**Wire density map**

Bar = 50 µm. The die is cut into 20 by 20 equal tiles; black is low, pale yellow is high, scaled to the fullest tile. Values are wire area over tile area, all layers added.
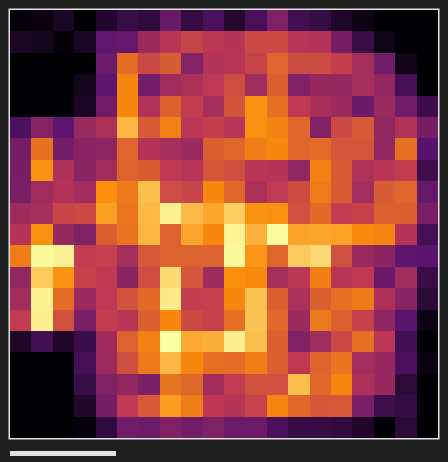
**Cell area per tile**

Bar = 50 µm. The die is cut into 20 by 20 equal tiles; black is low, pale yellow is high, 0 to 100% covered.
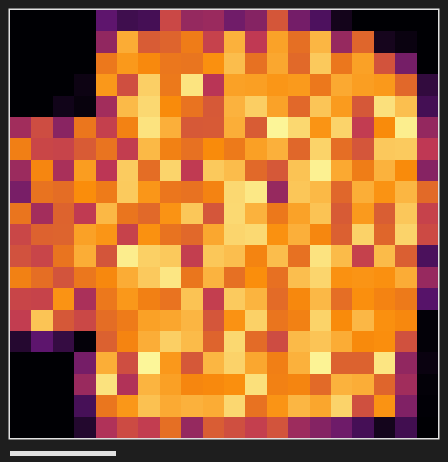
**Congestion heat map**

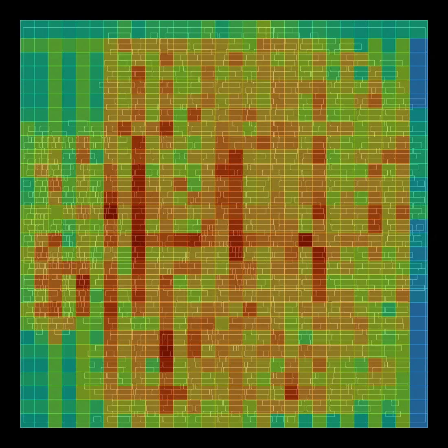
[config.mk]
export PLATFORM = sky130hd
export DESIGN_NAME = iq_pair_fifo_flat
export DESIGN_NICKNAME = d
export VERILOG_FILES = /design/src/rtl/iq_pair_fifo_pkg.sv /design/src/rtl/iq_pair_fifo_if.sv /design/src/rtl/iq_pair_fifo_sync_fifo_fwft.sv /design/src/rtl/iq_pair_fifo.sv /design/src/flat_wrapper.sv
export SDC_FILE = /design/constraint.sdc
export NUM_CORES = 1
export LEC_CHECK = 0
export CAP_MARGIN = 0
export CORE_UTILIZATION = 55
export DETAILED_ROUTE_END_ITERATION = 12
export PLACE_DENSITY_LB_ADDON = 0.3
export SLEW_MARGIN = 20
export SYNTH_ARGS = -nofsm -noshare
export SYNTH_HDL_FRONTEND = slang
export SYNTH_SLANG_ARGS = --single-unit
[constraint.sdc]
create_clock -name clk -period 12.2 [get_ports clk]
set_input_delay 3.66 -clock clk [delete_from_list [all_inputs] [get_ports clk]]
set_output_delay 3.66 -clock clk [all_outputs]
set_load 0.02 [all_outputs]
[src/rtl/iq_pair_fifo_pkg.sv]
// iq_pair_fifo shared definitions.
// Packed I/Q field positions and pairing phase encoding.
package iq_pair_fifo_pkg;

    localparam int ISZ_DEF = 16;
    localparam int AW_DEF  = 4;
    localparam int CW_DEF  = 16;

    localparam int IQ_WORD_W = 2 * ISZ_DEF;

    // Field positions inside the packed word, shared with the transport side
    localparam int I_MSB = IQ_WORD_W - 1;
    localparam int I_LSB = ISZ_DEF;
    localparam int Q_MSB = ISZ_DEF - 1;
    localparam int Q_LSB = 0;

    typedef enum logic {
        PH_Q = 1'b0,
        PH_I = 1'b1
    } phase_e;

    function automatic logic [IQ_WORD_W-1:0] pack_iq(
        input logic [ISZ_DEF-1:0] i_word,
        input logic [ISZ_DEF-1:0] q_word
    );
        return {i_word, q_word};
    endfunction

endpackage

[src/rtl/iq_pair_fifo_if.sv]
// iq_pair_fifo stream and status bundle.
// The master drives the sample stream and consumer side; the slave is the block.
interface iq_pair_fifo_if
    import iq_pair_fifo_pkg::*;
#(
    parameter int ISZ = ISZ_DEF,
    parameter int AW  = AW_DEF,
    parameter int CW  = CW_DEF
) ();

    logic             in_valid;
    logic [ISZ-1:0]   in;
    logic             out_valid;
    logic             out_ready;
    logic [2*ISZ-1:0] out;
    logic [AW:0]      level;
    logic             overflow;
    logic [CW-1:0]    ovf_count;
    logic             clear_ovf;

    modport master (
        output in_valid,
        output in,
        output out_ready,
        output clear_ovf,
        input  out_valid,
        input  out,
        input  level,
        input  overflow,
        input  ovf_count
    );

    modport slave (
        input  in_valid,
        input  in,
        input  out_ready,
        input  clear_ovf,
        output out_valid,
        output out,
        output level,
        output overflow,
        output ovf_count
    );

endinterface

[src/rtl/iq_pair_fifo_sync_fifo_fwft.sv]
// First-word-fall-through FIFO over an async-read array.
// Caller guarantees no push when full without pop and no pop when empty.
module sync_fifo_fwft #(
    parameter int AW = 4,
    parameter int W  = 32
) (
    input  logic         clk,
    input  logic         reset,
    input  logic         push_i,
    input  logic [W-1:0] wdata_i,
    input  logic         pop_i,
    output logic [W-1:0] rdata_o,
    output logic         full_o,
    output logic         empty_o,
    output logic [AW:0]  level_o
);

    localparam logic [AW:0] DEPTH = {1'b1, {AW{1'b0}}};

    logic [W-1:0]  mem_q [2**AW];
    logic [AW-1:0] wr_ptr_q, wr_ptr_d;
    logic [AW-1:0] rd_ptr_q, rd_ptr_d;
    logic [AW:0]   level_q, level_d;

    always_comb begin
        wr_ptr_d = push_i ? wr_ptr_q + AW'(1) : wr_ptr_q;
        rd_ptr_d = pop_i ? rd_ptr_q + AW'(1) : rd_ptr_q;
        level_d  = level_q;
        unique case (1'b1)
            push_i && !pop_i: level_d = level_q + (AW+1)'(1);
            pop_i && !push_i: level_d = level_q - (AW+1)'(1);
            default: ;
        endcase
    end

    always_ff @(posedge clk) begin
        if (reset) begin
            wr_ptr_q <= '0;
            rd_ptr_q <= '0;
            level_q  <= '0;
        end else begin
            wr_ptr_q <= wr_ptr_d;
            rd_ptr_q <= rd_ptr_d;
            level_q  <= level_d;
        end
    end

    always_ff @(posedge clk) begin
        if (push_i) begin
            mem_q[wr_ptr_q] <= wdata_i;
        end
    end

    assign rdata_o = mem_q[rd_ptr_q];
    assign full_o  = (level_q == DEPTH);
    assign empty_o = (level_q == '0);
    assign level_o = level_q;

endmodule

[src/rtl/iq_pair_fifo.sv]
// Pairs a Q,I word stream into {I,Q} words and buffers them.
// Counts pairs dropped while the buffer is full and not draining.
module iq_pair_fifo
    import iq_pair_fifo_pkg::*;
#(
    parameter int ISZ = ISZ_DEF,
    parameter int AW  = AW_DEF,
    parameter int CW  = CW_DEF
) (
    input logic         clk,
    input logic         reset,
    iq_pair_fifo_if.slave bus
);

    localparam logic [CW-1:0] CNT_MAX = '1;

    phase_e         ph_q, ph_d;
    logic [ISZ-1:0] hold_q, hold_d;
    logic           hold_en;
    logic           wr_req;

    logic           push, pop, drop;
    logic           full, empty;

    logic           ovf_q, ovf_d;
    logic [CW-1:0]  cnt_q, cnt_d;

    always_ff @(posedge clk) begin
        if (reset) begin
            ph_q <= PH_Q;
        end else begin
            ph_q <= ph_d;
        end
    end

    always_comb begin
        ph_d = ph_q;
        if (bus.in_valid) begin
            unique case (ph_q)
                PH_Q:    ph_d = PH_I;
                PH_I:    ph_d = PH_Q;
                default: ph_d = PH_Q;
            endcase
        end
    end

    always_comb begin
        hold_en = 1'b0;
        wr_req  = 1'b0;
        if (bus.in_valid) begin
            unique case (ph_q)
                PH_Q:    hold_en = 1'b1;
                PH_I:    wr_req  = 1'b1;
                default: ;
            endcase
        end
    end

    assign hold_d = hold_en ? bus.in : hold_q;

    always_ff @(posedge clk) begin
        if (reset) begin
            hold_q <= '0;
        end else begin
            hold_q <= hold_d;
        end
    end

    // A pop frees the slot on the same edge, so a full FIFO still accepts
    assign pop  = !empty && bus.out_ready;
    assign push = wr_req && (!full || pop);
    assign drop = wr_req && full && !pop;

    sync_fifo_fwft #(
        .AW (AW),
        .W  (2*ISZ)
    ) u_fifo (
        .clk     (clk),
        .reset   (reset),
        .push_i  (push),
        .wdata_i ({bus.in, hold_q}),
        .pop_i   (pop),
        .rdata_o (bus.out),
        .full_o  (full),
        .empty_o (empty),
        .level_o (bus.level)
    );

    always_comb begin
        ovf_d = ovf_q;
        cnt_d = cnt_q;
        unique case (1'b1)
            drop && bus.clear_ovf: begin
                ovf_d = 1'b1;
                cnt_d = CW'(1);
            end
            drop && !bus.clear_ovf: begin
                ovf_d = 1'b1;
                cnt_d = (cnt_q == CNT_MAX) ? cnt_q : cnt_q + CW'(1);
            end
            !drop && bus.clear_ovf: begin
                ovf_d = 1'b0;
                cnt_d = '0;
            end
            default: ;
        endcase
    end

    always_ff @(posedge clk) begin
        if (reset) begin
            ovf_q <= 1'b0;
            cnt_q <= '0;
        end else begin
            ovf_q <= ovf_d;
            cnt_q <= cnt_d;
        end
    end

    assign bus.out_valid = !empty;
    assign bus.overflow  = ovf_q;
    assign bus.ovf_count = cnt_q;

endmodule

[src/flat_wrapper.sv]
// flat-port wrapper written by rule: the top's interface ports become plain ports
module iq_pair_fifo_flat import iq_pair_fifo_pkg::*;
#(
    parameter int ISZ = ISZ_DEF,
    parameter int AW  = AW_DEF,
    parameter int CW  = CW_DEF
)
  (clk, reset, bus_in_valid, bus_in, bus_out_ready, bus_clear_ovf, bus_out_valid, bus_out, bus_level, bus_overflow, bus_ovf_count);
  iq_pair_fifo_if #(.ISZ(ISZ), .AW(AW), .CW(CW)) bus_i ();
  input logic clk;
  input logic reset;
  input wire logic [$bits(bus_i.in_valid)-1:0] bus_in_valid;
  input wire logic [$bits(bus_i.in)-1:0] bus_in;
  input wire logic [$bits(bus_i.out_ready)-1:0] bus_out_ready;
  input wire logic [$bits(bus_i.clear_ovf)-1:0] bus_clear_ovf;
  output wire logic [$bits(bus_i.out_valid)-1:0] bus_out_valid;
  output wire logic [$bits(bus_i.out)-1:0] bus_out;
  output wire logic [$bits(bus_i.level)-1:0] bus_level;
  output wire logic [$bits(bus_i.overflow)-1:0] bus_overflow;
  output wire logic [$bits(bus_i.ovf_count)-1:0] bus_ovf_count;
  assign bus_i.in_valid = bus_in_valid;
  assign bus_i.in = bus_in;
  assign bus_i.out_ready = bus_out_ready;
  assign bus_i.clear_ovf = bus_clear_ovf;
  assign bus_out_valid = bus_i.out_valid;
  assign bus_out = bus_i.out;
  assign bus_level = bus_i.level;
  assign bus_overflow = bus_i.overflow;
  assign bus_ovf_count = bus_i.ovf_count;
  iq_pair_fifo #(.ISZ(ISZ), .AW(AW), .CW(CW)) u_core (.clk(clk), .reset(reset), .bus(bus_i));
endmodule
==> summary.txt <==
run results: status=finished, final reports clean, max-cap violations=0, met2 wire len=22600 µm, CTS Hold Bufs=0, combinational share of power=0.151, placed instance area=23300 µm², area grow syn2layout=14.8%, end of the worst register-to-register path=u_core.u_fifo.level_o[4]$_SDFFE_PP0P_, TAP cells=518, top cell category=flip-flops and latches, drt wl/cell=26.6 µm, clock buf count=75, Yosys cell types=57, Hold Violations, Final=0, max incr delay on CP=940 ps, sequential cell area share=0.649, Final nets=1183, clock group share of total power=0.379, initial drt markers=1198, initial antenna violation count=0, CTS resizes=0, Non-clock buffers, area share=0.0362, static leakage=0.00783 µW, Yosys reg bits=563, # DRC=0, CP cell instances=buf_4, mux4_2, mux4_2, clkdlybuf4s50_1, Least-Margin Pin Slew=1010 ps, ys flop type=edfxtp_1, Crit path depth=4, Dominant cell area share=0.698, ao+oa area frac=0.0251, Max Used Layer=met4, Pwr per Cell Area=185 nW/µm², CTS sink cnt=563, Worst Skew=14.3 ps, Reg power frac=0.470, H-tree levels=2, footprint of the multi-input gates=5300 µm², worst r2r src=u_core.u_fifo.level_o[1]$_SDFFE_PP0P_, CP top delay family=buffers and inverters, register area=16400 µm², P_int=3590 µW, max frequency=0.130 GHz, Seq power=2190 µW, Slew headroom=0.326, fa+ha+maj area frac=0.00739, Mapped Area=22000 µm², comb area leader=multiplexers, yosys stat cell total=1053, Worst Reg-to-Reg Cells=9, Setup CP Type=reg2out, maximum vdd drop=0.127 mV, Ys Warns=0, clock root buffer=clkbuf_16, post-route insts no fill=1713, commonest cells in the netlist=512 x edfxtp_1, 154 x mux4_2, 56 x nand2_1, 51 x dfxtp_1, 34 x nor2_1, top-count cell post-synth=edfxtp_1, Final clock-cell share=0.0762, worst hold margin=515 ps, WP data arrival=4030 ps, GR Util met3=0.0358, maximum clock insertion buffer count=3, Design Power=4660 µW, number of synthesized flops with an enable pin=512, die area=40800 µm², Top cell excl fill/tap=edfxtp_1, Cell area leaders=edfxtp_1 70%, mux4_2 16%, dfxtp_1 4.6%, nand2_1 0.95%, ha_1 0.74%, fillers=2594, setup TNS=0 ps, crit start category=flip-flop, Top pwr grp=registers, CP Capture Type=output port, Die H=202 µm, Comb group=703 µW, WHS Endpoint=u_core.bus.overflow$_SDFFE_PP0P_, Port Buf Inserts=75, Post-synth ARST share=0, fin worst setup slack=4510 ps, Worst R2R Setup Slack=8940 ps, Init Core Util=0.563, core box area=39100 µm², yosys simple share=0.0331, Hold Crit Start=u_core.bus.overflow$_SDFFE_PP0P_, post-synthesis cell count=1053, Tightest Hold Check Type=reg2reg, Placed Instances=1610, CTS tree=built, final WL=45600 µm, Slowest-stage cell, CP=dfxtp_4, GRT Util Overall=0.230, Worst-path clk slew=60 ps, RSZ-0062 raised after global routing=no, crit path buf inv count=2, Mapped Nets=1087, xor/xnor share=0.00318, dpl ws=5090 ps, Most flops, register=u_core.u_fifo.mem_q, switching pwr=1080 µW, Boundary Pins=76, Routed Antenna Nets=0, Non-clock buffers=96, Hold Crit Depth=2, fin area=25300 µm², mi-comb count=414, # setup viols final=0, wire length on met1=18600 µm, biggest area consumer among synthesized cells=edfxtp_1, layout cells sized above 1=0.244, Mean Syn Cell Area=20.9 µm², clock network power=1770 µW, Slew Limit Fails=0, Antenna diodes=0, via/cell ratio=6.26
Back to the opening pictures, 'wire density map':
densest ninth of the die: middle
mean over tiles: 0.18
nearly empty tiles: 9.5%
fullest tile: 0.40
tiles over half the peak: 47%

Back to the opening pictures, 'cell area per tile':
emptiest ninth of the die: top left
tiles over 75% full: 38%
mean over tiles: 60%
nearly empty tiles: 10%

Back to the opening pictures, 'congestion heat map':
GRT busiest layer: met2
final core occ: 0.646

Power figures rest on the tool's default switching activity, not on a simulated workload.
